### config.mk
export PLATFORM = sky130hd
export DESIGN_NAME = cpu_controller
export DESIGN_NICKNAME = d
export VERILOG_FILES = /design/src/rtl/cpu_controller.sv
export SDC_FILE = /design/constraint.sdc
export NUM_CORES = 1
export LEC_CHECK = 0
export CORE_AREA = 2 2 39 41
export CTS_CLUSTER_SIZE = 20
export DETAILED_ROUTE_END_ITERATION = 6
export DIE_AREA = 0 0 41 43
export PLACE_DENSITY = 0.61
export SYNTH_ARGS = -nofsm -noshare
export SYNTH_HDL_FRONTEND = slang
export SYNTH_SLANG_ARGS = --single-unit
### constraint.sdc
create_clock -name clk -period 1.87 [get_ports clk]
set_input_delay 0.374 -clock clk [delete_from_list [all_inputs] [get_ports clk]]
set_output_delay 0.374 -clock clk [all_outputs]
set_load 0.01 [all_outputs]
### src/rtl/cpu_controller.sv
// rtl/cpu_controller.sv - eight-phase instruction sequencer for the 8-bit accumulator CPU
// Each instruction walks the same fetch phases, then opcode-specific execute phases.
module cpu_controller #(
  parameter int OPC_W   = 3,
  parameter int PHASE_W = 3
) (
  input  logic               clk,
  input  logic               rst_n,
  input  logic               enable,
  input  logic [OPC_W-1:0]   opcode,
  input  logic               zero,
  output logic [PHASE_W-1:0] phase,
  output logic               sel,
  output logic               rd,
  output logic               ld_ir,
  output logic               inc_pc,
  output logic               ld_pc,
  output logic               ld_ac,
  output logic               data_e,
  output logic               wr,
  output logic               halt,
  output logic               instr_end
);

  typedef enum logic [PHASE_W-1:0] {
    INST_ADDR  = 3'd0,
    INST_FETCH = 3'd1,
    INST_LOAD  = 3'd2,
    IDLE       = 3'd3,
    OP_ADDR    = 3'd4,
    OP_FETCH   = 3'd5,
    ALU_OP     = 3'd6,
    STORE      = 3'd7
  } phase_t;

  localparam logic [OPC_W-1:0] OP_HLT = 3'b000;
  localparam logic [OPC_W-1:0] OP_SKZ = 3'b001;
  localparam logic [OPC_W-1:0] OP_ADD = 3'b010;
  localparam logic [OPC_W-1:0] OP_AND = 3'b011;
  localparam logic [OPC_W-1:0] OP_XOR = 3'b100;
  localparam logic [OPC_W-1:0] OP_LDA = 3'b101;
  localparam logic [OPC_W-1:0] OP_STO = 3'b110;
  localparam logic [OPC_W-1:0] OP_JMP = 3'b111;

  phase_t state_q;
  phase_t state_d;
  logic   halted_q;
  logic   halted_d;

  logic is_hlt;
  logic is_skz;
  logic is_sto;
  logic is_jmp;
  logic alu_op;
  logic advance;

  assign is_hlt  = (opcode == OP_HLT);
  assign is_skz  = (opcode == OP_SKZ);
  assign is_sto  = (opcode == OP_STO);
  assign is_jmp  = (opcode == OP_JMP);
  assign alu_op  = (opcode == OP_ADD) || (opcode == OP_AND) ||
                   (opcode == OP_XOR) || (opcode == OP_LDA);
  assign advance = enable && !halted_q;

  always_ff @(posedge clk or negedge rst_n) begin
    if (!rst_n) begin
      state_q  <= INST_ADDR;
      halted_q <= 1'b0;
    end else begin
      state_q  <= state_d;
      halted_q <= halted_d;
    end
  end

  always_comb begin
    state_d   = state_q;
    halted_d  = halted_q;
    sel       = 1'b0;
    rd        = 1'b0;
    ld_ir     = 1'b0;
    inc_pc    = 1'b0;
    ld_pc     = 1'b0;
    ld_ac     = 1'b0;
    data_e    = 1'b0;
    wr        = 1'b0;

    if (advance) begin
      state_d = phase_t'(PHASE_W'(state_q) + PHASE_W'(1));
      if (state_q == OP_ADDR && is_hlt) begin
        halted_d = 1'b1;
      end
    end

    // Once halted, the datapath is frozen: only the halt indication remains.
    if (!halted_q) begin
      case (state_q)
        INST_ADDR: begin
          sel = 1'b1;
        end
        INST_FETCH: begin
          sel = 1'b1;
          rd  = 1'b1;
        end
        INST_LOAD, IDLE: begin
          sel   = 1'b1;
          rd    = 1'b1;
          ld_ir = 1'b1;
        end
        OP_ADDR: begin
          inc_pc = 1'b1;
        end
        OP_FETCH: begin
          rd = alu_op;
        end
        ALU_OP: begin
          rd     = alu_op;
          inc_pc = is_skz && zero;
          ld_pc  = is_jmp;
          data_e = is_sto;
        end
        STORE: begin
          rd     = alu_op;
          ld_ac  = alu_op;
          ld_pc  = is_jmp;
          data_e = is_sto;
          wr     = is_sto;
        end
        default: begin
          sel = 1'b1;
        end
      endcase
    end
  end

  assign phase     = state_q;
  assign halt      = halted_q || (state_q == OP_ADDR && is_hlt);
  assign instr_end = (state_q == STORE) && enable && !halted_q;

endmodule
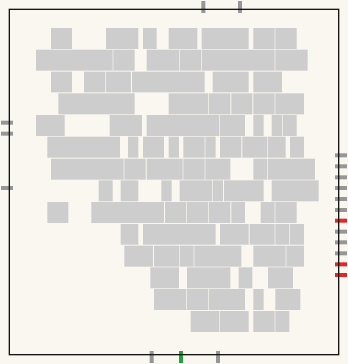
Run 1: I/O pins on the die edge
Scale: 8 px per um. Pins as bars across the die edge, other pins in gray.
green -> `halt`  # pins 1, direction output, edge bottom
red -> `opcode`  # pins 3, direction input, edge right

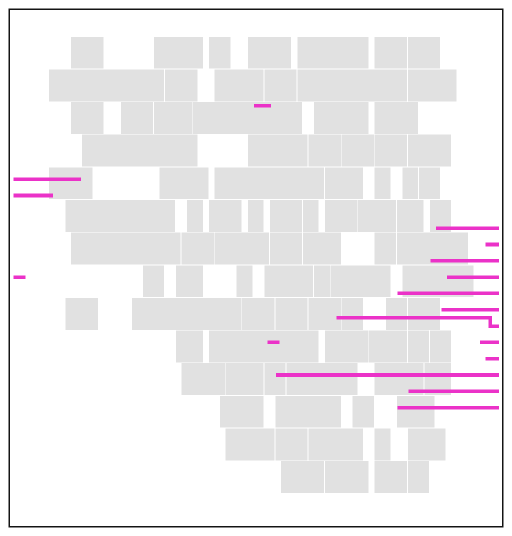
Run 1: metal 3
Scale: 12 px per um.
nets with wire on the layer = 16
longest straight run = 18.3 um

==> run notes, run 1 <==
fresh numbers from the pnr run: warning total across the stage logs 33, share of total power in combinational logic 80.5%, die extent in y 43 um, Maximum Capacitance Violations 0, fraction of layout instances using a drive strength above 1 70.79%, worst setup slack after layout -102.9 ps, most instantiated logic cells after routing buf_4, buf_2, clkdlybuf4s50_1, final period utilization 105.5%, run status finished with violations, yosys stat area 385.4 sq um, via count of the first global-routing pass 487, portion of total power attributed to sequential cells 12.9%, post-synth net total 59, global-route layer with the greatest usage met2, Primary FF master, synth dfrtp_1, wire length of the first global-routing pass 2049 um, FFs w/ async S/R, synth 100.0%, worst vdd ir 0.9592 mV, number of flops mapped to enable cells by yosys 0, Max Slew Vio Count 0, CTS tree done, net switching share of the total power 41.28%, sequential element share of the synthesized area 25.97%, number of diodes added for antenna fixing 0, cell count after synthesis 45, GRT met2 Usage 31.25%, area of the core 1384 sq um, I/O pin count 20, Yosys warning count 0, area of all sequential standard cells 102.6 sq um, # resized after CTS 71, arrival time at the worst endpoint 1600 ps, final routed wire length divided by cell count 13.61 um, count of buffers from port buffering 19, number of nets with antenna violations after routing 0, setup repair after global routing missed its margin yes, nets 105, mean number of vias per cell 4.771, Clk Latency, worst-skew pair 230 ps, master cell of the clock root buffer clkbuf_4, crit path kind flop to primary output, violations in the final reports setup timing, Synth-to-Final Area Change 136.7%, overall track demand over capacity in global routing 16.99%, Die W 41 um, half-perimeter wire length of the detailed placement result 931.3 um, power attributed to combinational cells 1250 uW, average cell area after synthesis 8.564 sq um, fraction of power consumed by the clock network 6.6%, total vias in the final route 501, row cnt 14, count of endpoints failing setup in the final report 6, largest net degree at the start of global routing 6, power drawn by the sequential cells 199 uW, f_max 0.5069 GHz, kind of capture point of the worst setup path primary output, Synth top cells by count ha_1, a21oi_1, dfrtp_1, inv_1, nor2_1, First-pass DRT Iterations 1, Synth top cell by count ha_1, Inserted Clock Buffers 3
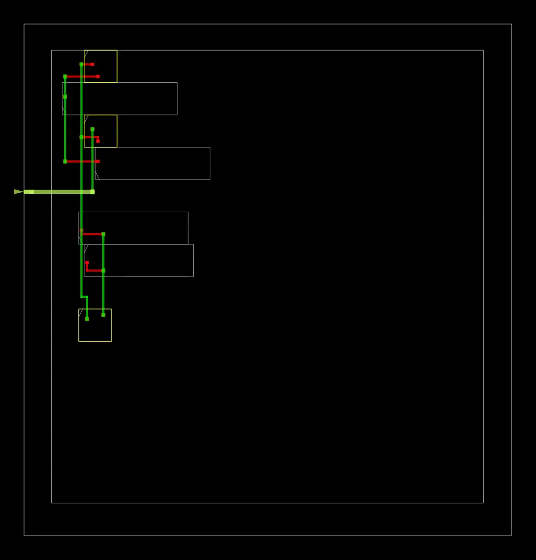
Run 1: the clock network
clock buffer instance count of the final layout: 3
clk_skew: 0.6324 ps
clock group total power: 102 uW
number of sequential storage elements: 4

run 1: path summary, 6_finish.rpt:
path	startpoint	endpoint	slack (ps)	cells past startpoint
worst max-delay path	phase[1]$_DFFE_PN0P_	rd	-100	7
worst min-delay path	rst_n	phase[1]$_DFFE_PN0P_	340	1
worst max register to register	phase[1]$_DFFE_PN0P_	halted_q$_DFFE_PN0P_	510	6
worst min register to register	phase[1]$_DFFE_PN0P_	phase[1]$_DFFE_PN0P_	610	1
max in group asynchronous	rst_n	phase[0]$_DFFE_PN0P_	1350	1
min in group clk	phase[1]$_DFFE_PN0P_	phase[1]$_DFFE_PN0P_	610	1
run 1: cell type report:
class / instances / share of cell area [%]
Multi-Input combinational cell: 36 / 46.09
Clock buffer: 3 / 2.469
Sequential cell: 4 / 11.25
Inverter: 4 / 1.646
Timing Repair Buffer: 42 / 36.35
Tap cell: 16 / 2.195
run 1: per-stage QoR:
step	setup slack [ps]	util [%]	instance area [sq um]	cells	TNS (ps)
global route	-160.7	65.91	912.1	105	-831.0
floorplan	119.0	-	385.4	45	0
detailed placement	-486.4	51.90	718.2	96	-3193
global placement	-467.0	51.90	718.2	96	-3115
CTS	-94.30	62.30	862.1	104	-319.5
finish	-102.9	65.91	912.1	105	-404.7
run 1: critical path: stages (launching register included):
cell and delay, ps:
dfrtp_2 410, inv_2 70, buf_6 120, ha_4 140, or2_4 250, a21oi_4 140, o32ai_2 100, buf_2 140
run 1: cell families after synthesis:
logic type / after synthesis / share of synthesized area, %
AOI/OAI and AO/OA: 10 / 17.21
xor gates and xnor gates: 2 / 4.546
DFF: 4 / 25.98
and+or+nand+nor: 16 / 21.43
buffers and inverters: 5 / 5.192
adders and majority gates: 7 / 22.73
muxes: 1 / 2.922
run 1: registers in the layout, indices dropped and copies added, names as in the netlist:
name,flops
halted_q,1
phase,3
Run 1, cells colored by class:
Scale: 12 px per um.
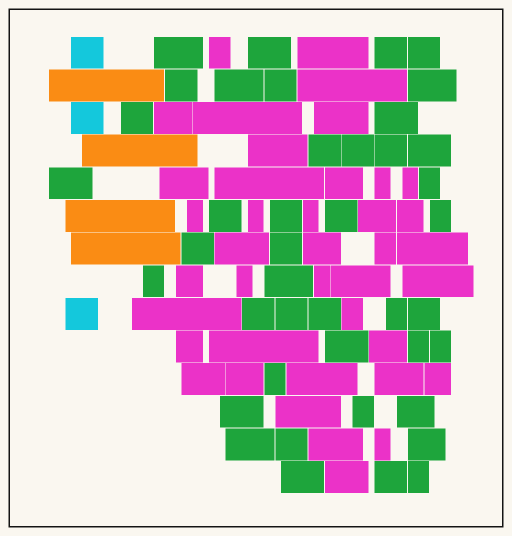

--- run 2 (diff from run 1) ---
- SLEW_MARGIN: unset -> 30
- clock period: 1.87 -> 2.18 ns (I/O delays scaled with it)
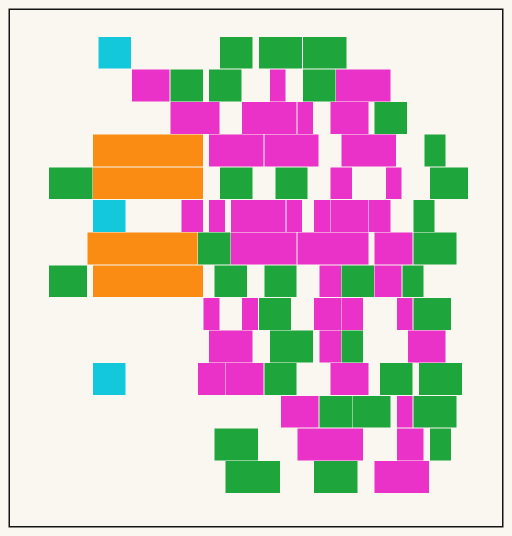
Run 2: cells colored by class
Scale: 12 px per um.
cyan -> clock-net drivers  # cells 3, share of their area 3.1%
magenta -> remaining logic cells  # cells 40, share of their area 44%
green -> remaining buffers and delay cells  # cells 34, share of their area 38%
orange -> registers  # cells 4, share of their area 14%

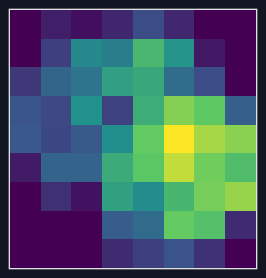
Run 2: wire density map
Scale: 6 px per um. 8 x 9 tiles, from dark purple (low) to yellow (high), scaled to the fullest tile. Values are wire area over tile area, all layers added.
emptiest ninth of the die = bottom left
densest ninth of the die = right middle
mean over tiles = 0.094

==> run 2 against run 1 <==
  * The run now ends clean
  * Synthesized area stayed put
  * Clock power is about 10% lower
  * First-iteration DRC count is 2 higher
  * Critical path depth stayed put
  * Total power is 38% lower
  * Combinational power is 43% lower
  * Largest power group unchanged
==> run notes, run 2 <==
fresh numbers from the pnr run: run status finished clean, leakage power total 0.0003751 uW, FFs w/ async S/R, synth 100.0%, top post-synthesis cells by area dfrtp_1, ha_1, a21oi_1, worst setup slack after layout 46.85 ps, Remaining DRCs 0, Max H-tree Level 1, met2 wire length 489 um, yosys stat area 385.4 sq um, TritonCTS sink count 4, beginning of the worst register-to-register path phase[0]$_DFFE_PN0P_, overall chip area 1763 sq um, area of the core 1384 sq um, Maximum Capacitance Violations 0, share of synthesized cell area in and, or, nand and nor gates 21.43%, average cell area after synthesis 8.564 sq um, worst vdd ir 0.6001 mV, overall track demand over capacity in global routing 13.42%, Reg2Reg Capture Point halted_q$_DFFE_PN0P_, Max Slew Vio Count 0, GRT met2 Usage 20.31%, most frequent CP cell buf_4, count of endpoints failing setup in the final report 0, Inserted Clock Buffers 3, Buffers & Inverters on Critical Path 3, Core Util at FP 27.85%, xor/xnor share of the synthesized area 4.545%, placed cell areas 665.6 sq um, half-perimeter wire length of the detailed placement result 751.7 um, Layout fillers 135, count of buffers from port buffering 19, CP max stage delay 390 ps, largest buffer count on any clock path 2, row cnt 14, global routing usage on met3 2.094%, Cell Pwr Density 1306 nW/um^2, slew at the pin with the worst max-slew slack 242.7 ps, Register-to-Register Setup Slack 780 ps, termination of the worst setup path rd, Hold Slack 401.8 ps, CTS tree done, total standard cell area after synthesis 385.4 sq um, amount of wire on met3 after detailed routing 93 um, Clk Latency, worst-skew pair 230 ps, area of all sequential standard cells 100.1 sq um, nets 97, Yosys top cell by area dfrtp_1, critical path depth 7, MUX share of area 2.922%, master cell of the clock root buffer clkbuf_4, post-synthesis cell count from yosys 45, Primary FF master, synth dfrtp_1, maximum fanout encountered on the critical timing path 3, launching element of the worst setup path phase[0]$_DFFE_PN0P_, share of synthesized cell area in and-or and or-and compound cells 17.21%, Min-Delay Path Class input pin to asynchronous set/reset pin, final period utilization 97.85%, post-synth net total 59, total vias in the final route 427, die extent in y 43 um, most instantiated logic cells after routing buf_4, clkdlybuf4s50_1, ha_1, standard cell with the maximum stage delay on the critical path dfrtp_1, number of hold violations in the final report 0, fraction of the core area covered by cells at the end of the flow 53.16%, Synth-to-Final Area Change 90.91%, cell count after synthesis 45, number of DRC markers after the initial detailed-route iteration 2, routed wire length 1013 um, via count of the first global-routing pass 419, area occupied by multi-input gates 302.8 sq um, max FFs per register 3, I/O pin count 20, mean number of vias per cell 4.402, Synth top area share 25.97%, slew margin rel. 83.82%, clock transition at the register clock pins on the worst setup and hold paths after CTS 30 ps, minimum clock period 2133 ps, First-pass DRT Iterations 3, clk_skew 0.3306 ps, Synth cell types 21, number of antenna violations at the first check in global routing 0, Worst path top cell family by delay buffers and inverters, sequential element share of the synthesized area 25.97%, fraction of layout instances using a drive strength above 1 40.74%, number of flops mapped to enable cells by yosys 0, warning total across the stage logs 32, Setup Slack @ Placement -296.2 ps, post-route cell area 735.7 sq um, arrival time at the worst endpoint 1700 ps, Die W 41 um, f_max 0.4688 GHz, final routed wire length divided by cell count 10.44 um, Synth top cell by count ha_1, main logic family after synthesis adder cells, most instantiated logic cell after routing buf_4, required arrival time at the worst endpoint 1740 ps, R2R depth 6, number of diodes added for antenna fixing 0, type of element launching the critical path flop, Registers, synthesis 4, Yosys warning count 0, largest net degree at the start of global routing 8, GR Util met1 16.01%, uppermost layer routed met3, routed length on met1 430 um, remaining global-route overflow 0, cell-by-cell trace of the critical path buf_4 -> buf_4 -> ha_1 -> or2_4 -> a21oi_1 -> o32ai_1 -> buf_2, kind of capture point of the worst setup path primary output, wire length of the first global-routing pass 1614 um, crit path kind flop to primary output, global-route layer with the greatest usage met2, quantity of hold-fixing buffers added after cts 0, area share of fa/ha/maj cells after synthesis 22.73%, Synth top cells by count ha_1, a21oi_1, dfrtp_1, inv_1, nor2_1, number of nets with antenna violations after routing 0, setup TNS 0 ps
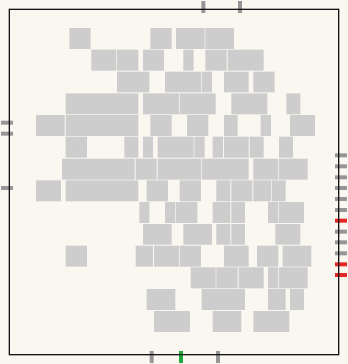
Run 2: I/O pins on the die edge
Scale: 8 px per um. Pins as bars across the die edge, other pins in gray.
red -> `opcode`  # pins 3, direction input, edge right
green -> `halt`  # pins 1, direction output, edge bottom
all pins by edge = 12 right, 3 left, 3 bottom, 2 top

[run 2: cell count changes in the layout (fill, tap and decap cells not counted), sizes merged]
cell,before,now
clkbuf,3,5
dlygate4sd2,2,4
dlymetal6s2s,0,1
buf,33,18
clkdlybuf4s50,7,9
[run 2: repair_timing]
action                                  CTS  global route
resized                                  18            15
buffers inserted                          3             2
endpoints found under the setup margin   10             7
pin swaps                                 0             1
[run 2: report_power, final]
part | internal [uW] | leakage, uW | switching [uW]
combinational | 401 | 0.000313 | 309
clock | 61.4 | 0.0000138 | 27.2
sequential | 111 | 0.0000487 | 51.4
[run 2: per-stage QoR]
| step | total power [uW] | cells |
|---|---|---|
| 2_1_floorplan | 473.3 | 45 |
| 3_3_place_gp | 807.7 | 89 |
| 3_5_place_dp | 809.1 | 89 |
| 4_1_cts | 917.3 | 95 |
| 5_1_grt | 1055 | 97 |
| 6_report | 961.1 | 97 |
[run 2: worst reg2reg max path, delay by kind of cell (launching register included)]
kind,cells,cell delay [ps]
flops,1,360
buf+inv,3,310
compound gates,1,240
fa+ha+maj,1,220
simple gates,1,170
[run 2: final cells by class]
type	instances	share of cell area, %
Clock buffer	3	3.061
Inverter	4	2.041
Multi-Input combinational cell	36	41.16
Sequential cell	4	13.61
Tap cell	16	2.721
Timing Repair Buffer	34	37.41
[run 2: worst min-delay path by stage]
stage,end,slack [ps],cells after the start,from
finish,phase[2]$_DFFE_PN0P_,400,1,rst_n
CTS,phase[2]$_DFFE_PN0P_,400,1,rst_n
global placement,phase[1]$_DFFE_PN0P_,580,1,phase[1]$_DFFE_PN0P_
global route,phase[2]$_DFFE_PN0P_,410,1,rst_n
floorplan,halted_q$_DFFE_PN0P_,140,0,rst_n
detailed placement,phase[1]$_DFFE_PN0P_,590,1,phase[1]$_DFFE_PN0P_
Run 2, the clock network:
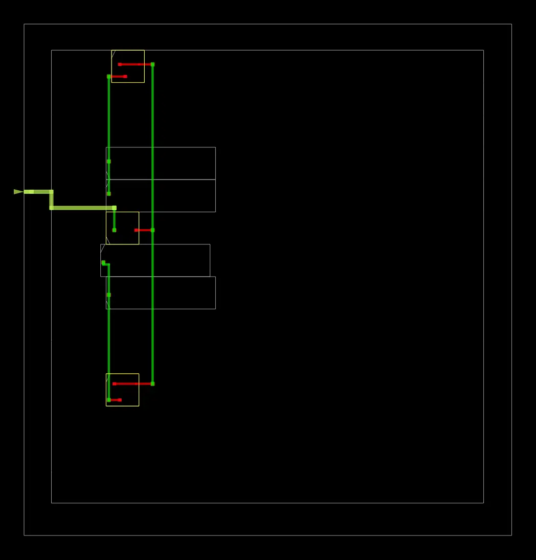

--- run 3 (diff from run 2) ---
- REMOVE_ABC_BUFFERS: unset -> 1
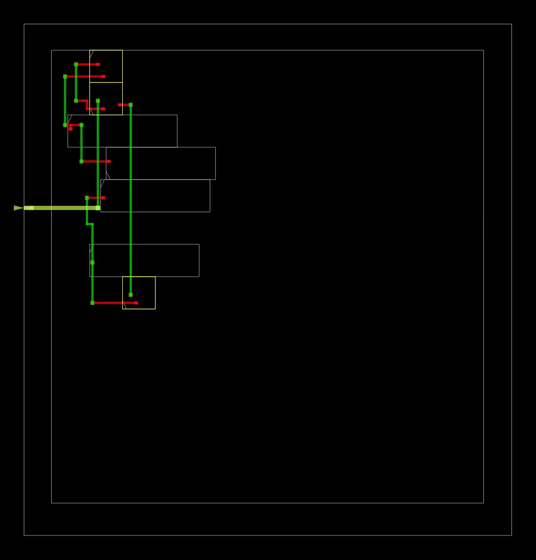
Run 3: the clock network
TritonCTS sink count: 4
clk_skew: 0.2930 ps
Inserted Clock Buffers: 3
Clk Latency, worst-skew pair: 230 ps
clock group total power: 89.0 uW

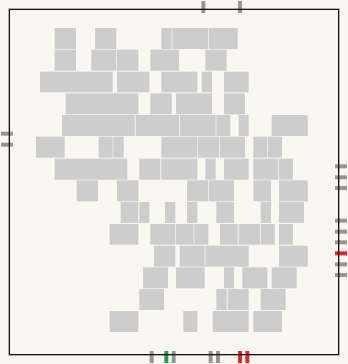
Run 3: I/O pins on the die edge
Scale: 8 px per um. Pins as bars across the die edge, other pins in gray.
green -> `halt`  # pins 1, direction output, edge bottom
red -> `opcode`  # pins 3, direction input, edge 2 bottom, 1 right
all pins by edge = 9 right, 7 bottom, 2 left, 2 top

==> run 3 against run 2 <==
  * Non-clock buffer count is 3 lower
  * Largest cell class unchanged
  * Maximum frequency is 2.2% higher
  * Synthesized cell count stayed put
  * Critical endpoint is now halt
  * Clock skew is essentially flat
  * First-iteration DRC count went up to 2.5 times the previous value
  * Core utilization down 2.3 points
==> run notes, run 3 <==
fresh numbers from the pnr run: Reg2Reg Capture Point halted_q$_DFFE_PN0P_, most instantiated logic cell after routing buf_4, total vias in the final route 421, remaining global-route overflow 0, MUX share of area 2.922%, kind of capture point of the worst setup path primary output, number of diodes added for antenna fixing 0, # resized after CTS 13, Synth top cell by count ha_1, worst setup slack after layout 91.92 ps, CTS tree done, Max Slew Vio Count 0, fraction of layout instances using a drive strength above 1 34.62%, I/O pin count 20, row cnt 14, slew margin rel. 83.80%, placed cell areas 658.1 sq um, buffer count from post-CTS setup fixing 1, beginning of the worst register-to-register path phase[0]$_DFFE_PN0P_, Die W 41 um, cell count after synthesis 45, worst vdd ir 0.6102 mV, Setup Slack @ Placement -295.8 ps, final period utilization 95.78%, main logic family after synthesis adder cells, number of flops mapped to enable cells by yosys 0, largest buffer count on any clock path 2, count of buffers from port buffering 19, half-perimeter wire length of the detailed placement result 752.5 um, yosys stat area 385.4 sq um, share of synthesized cell area in and, or, nand and nor gates 21.43%, f_max 0.4789 GHz, number of antenna violations at the first check in global routing 0, number of nets with antenna violations after routing 0, type of element launching the critical path input pin, area share of fa/ha/maj cells after synthesis 22.73%, top post-synthesis cells by area dfrtp_1, ha_1, a21oi_1, Hold Slack 404.1 ps, post-synthesis cell count from yosys 45, number of hold violations in the final report 0, master cell of the clock root buffer clkbuf_4, overall track demand over capacity in global routing 12.82%, post-route cell area 704.4 sq um, share of synthesized cell area in and-or and or-and compound cells 17.21%, nets 94, Min-Delay Path Class input pin to asynchronous set/reset pin, Yosys warning count 0, number of DRC markers after the initial detailed-route iteration 5, slew at the pin with the worst max-slew slack 240.7 ps, Maximum Capacitance Violations 0, final routed wire length divided by cell count 9.830 um, wire length of the first global-routing pass 1504 um, Synth cell types 21, area of the core 1384 sq um, average cell area after synthesis 8.564 sq um, warning total across the stage logs 30, arrival time at the worst endpoint 1650 ps, Core Util at FP 27.85%, Primary FF master, synth dfrtp_1, mean number of vias per cell 4.479, crit path kind input pin to primary output, quantity of hold-fixing buffers added after cts 0, Remaining DRCs 0, Yosys top cell by area dfrtp_1, Synth top area share 25.97%, Cell Pwr Density 1290 nW/um^2, total design power 908.7 uW, Synth top cells by count ha_1, a21oi_1, dfrtp_1, inv_1, nor2_1, First-pass DRT Iterations 4, minimum clock period 2088 ps, clock transition at the register clock pins on the worst setup and hold paths after CTS 40 ps, sequential element share of the synthesized area 25.97%, Max H-tree Level 1, Register-to-Register Setup Slack 940 ps, run status finished clean
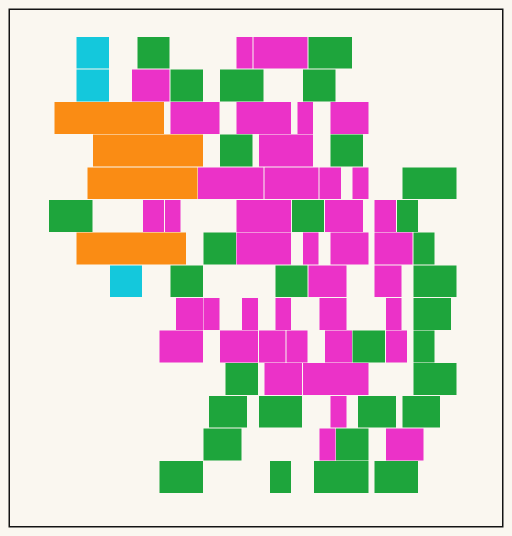
Run 3: cells colored by class
Scale: 12 px per um.
magenta -> remaining logic cells  # cells 40, share of their area 44%
green -> remaining buffers and delay cells  # cells 31, share of their area 38%
orange -> registers  # cells 4, share of their area 15%
cyan -> clock-net drivers  # cells 3, share of their area 3.3%

run 3: worst max-delay path by stage:
stage,from,to,depth (start not counted)
2_1_floorplan,phase[0]$_DFFE_PN0P_,ld_pc,4
6_report,opcode[1],halt,5
3_3_place_gp,opcode[1],rd,5
5_1_grt,phase[0]$_DFFE_PN0P_,data_e,6
4_1_cts,opcode[2],inc_pc,6
3_5_place_dp,opcode[1],rd,5
run 3: kinds of logic after synthesis:
logic type	after synthesis
simple gates	16
buf+inv	5
xor+xnor	2
flops	4
fa+ha+maj	7
mux	1
compound gates	10
run 3: metrics by stage:
| step | util (%) | TNS [ps] |
|---|---|---|
| floorplan | - | 0 |
| global placement | 47.56 | -1432 |
| detailed placement | 47.56 | -1417 |
| CTS | 49.46 | 0 |
| global route | 50.90 | -8.525 |
| finish | 50.90 | 0 |
run 3: critical path: stages:
cell	delay (ps)
clkdlybuf4s50_1	510
nor2_1	80
buf_4	130
a31o_2	220
dlygate4sd2_1	280
run 3: where the power goes:
group | switching (uW) | internal (uW)
combinational | 305 | 366
clock | 27.6 | 61.4
sequential | 37.4 | 111
total | 370 | 539
run 3: layout make-up:
| type | instances | area, sq um |
|---|---|---|
| fillers | 152 | 679.4 |
| inverters | 4 | 15.01 |
| well taps | 16 | 20.02 |
| multi-input cells | 36 | 287.8 |
| flip-flops and latches | 4 | 100.1 |
| clock buffers | 3 | 22.52 |
| repair buffers | 31 | 259.0 |
run 3: metal layers:
| layer | vias to the layer above | share of wire, % | track usage [%] |
|---|---|---|---|
| met4 | 0 | 0 | 10.00 |
| met1 | 184 | 44 | 15.69 |
| met5 | - | 0 | 0 |
| met3 | 0 | 6.6 | 1.571 |
| met2 | 11 | 49 | 19.06 |
| li1 | 226 | - | - |
No activity file was given, so power comes from the tool's default toggle rates.
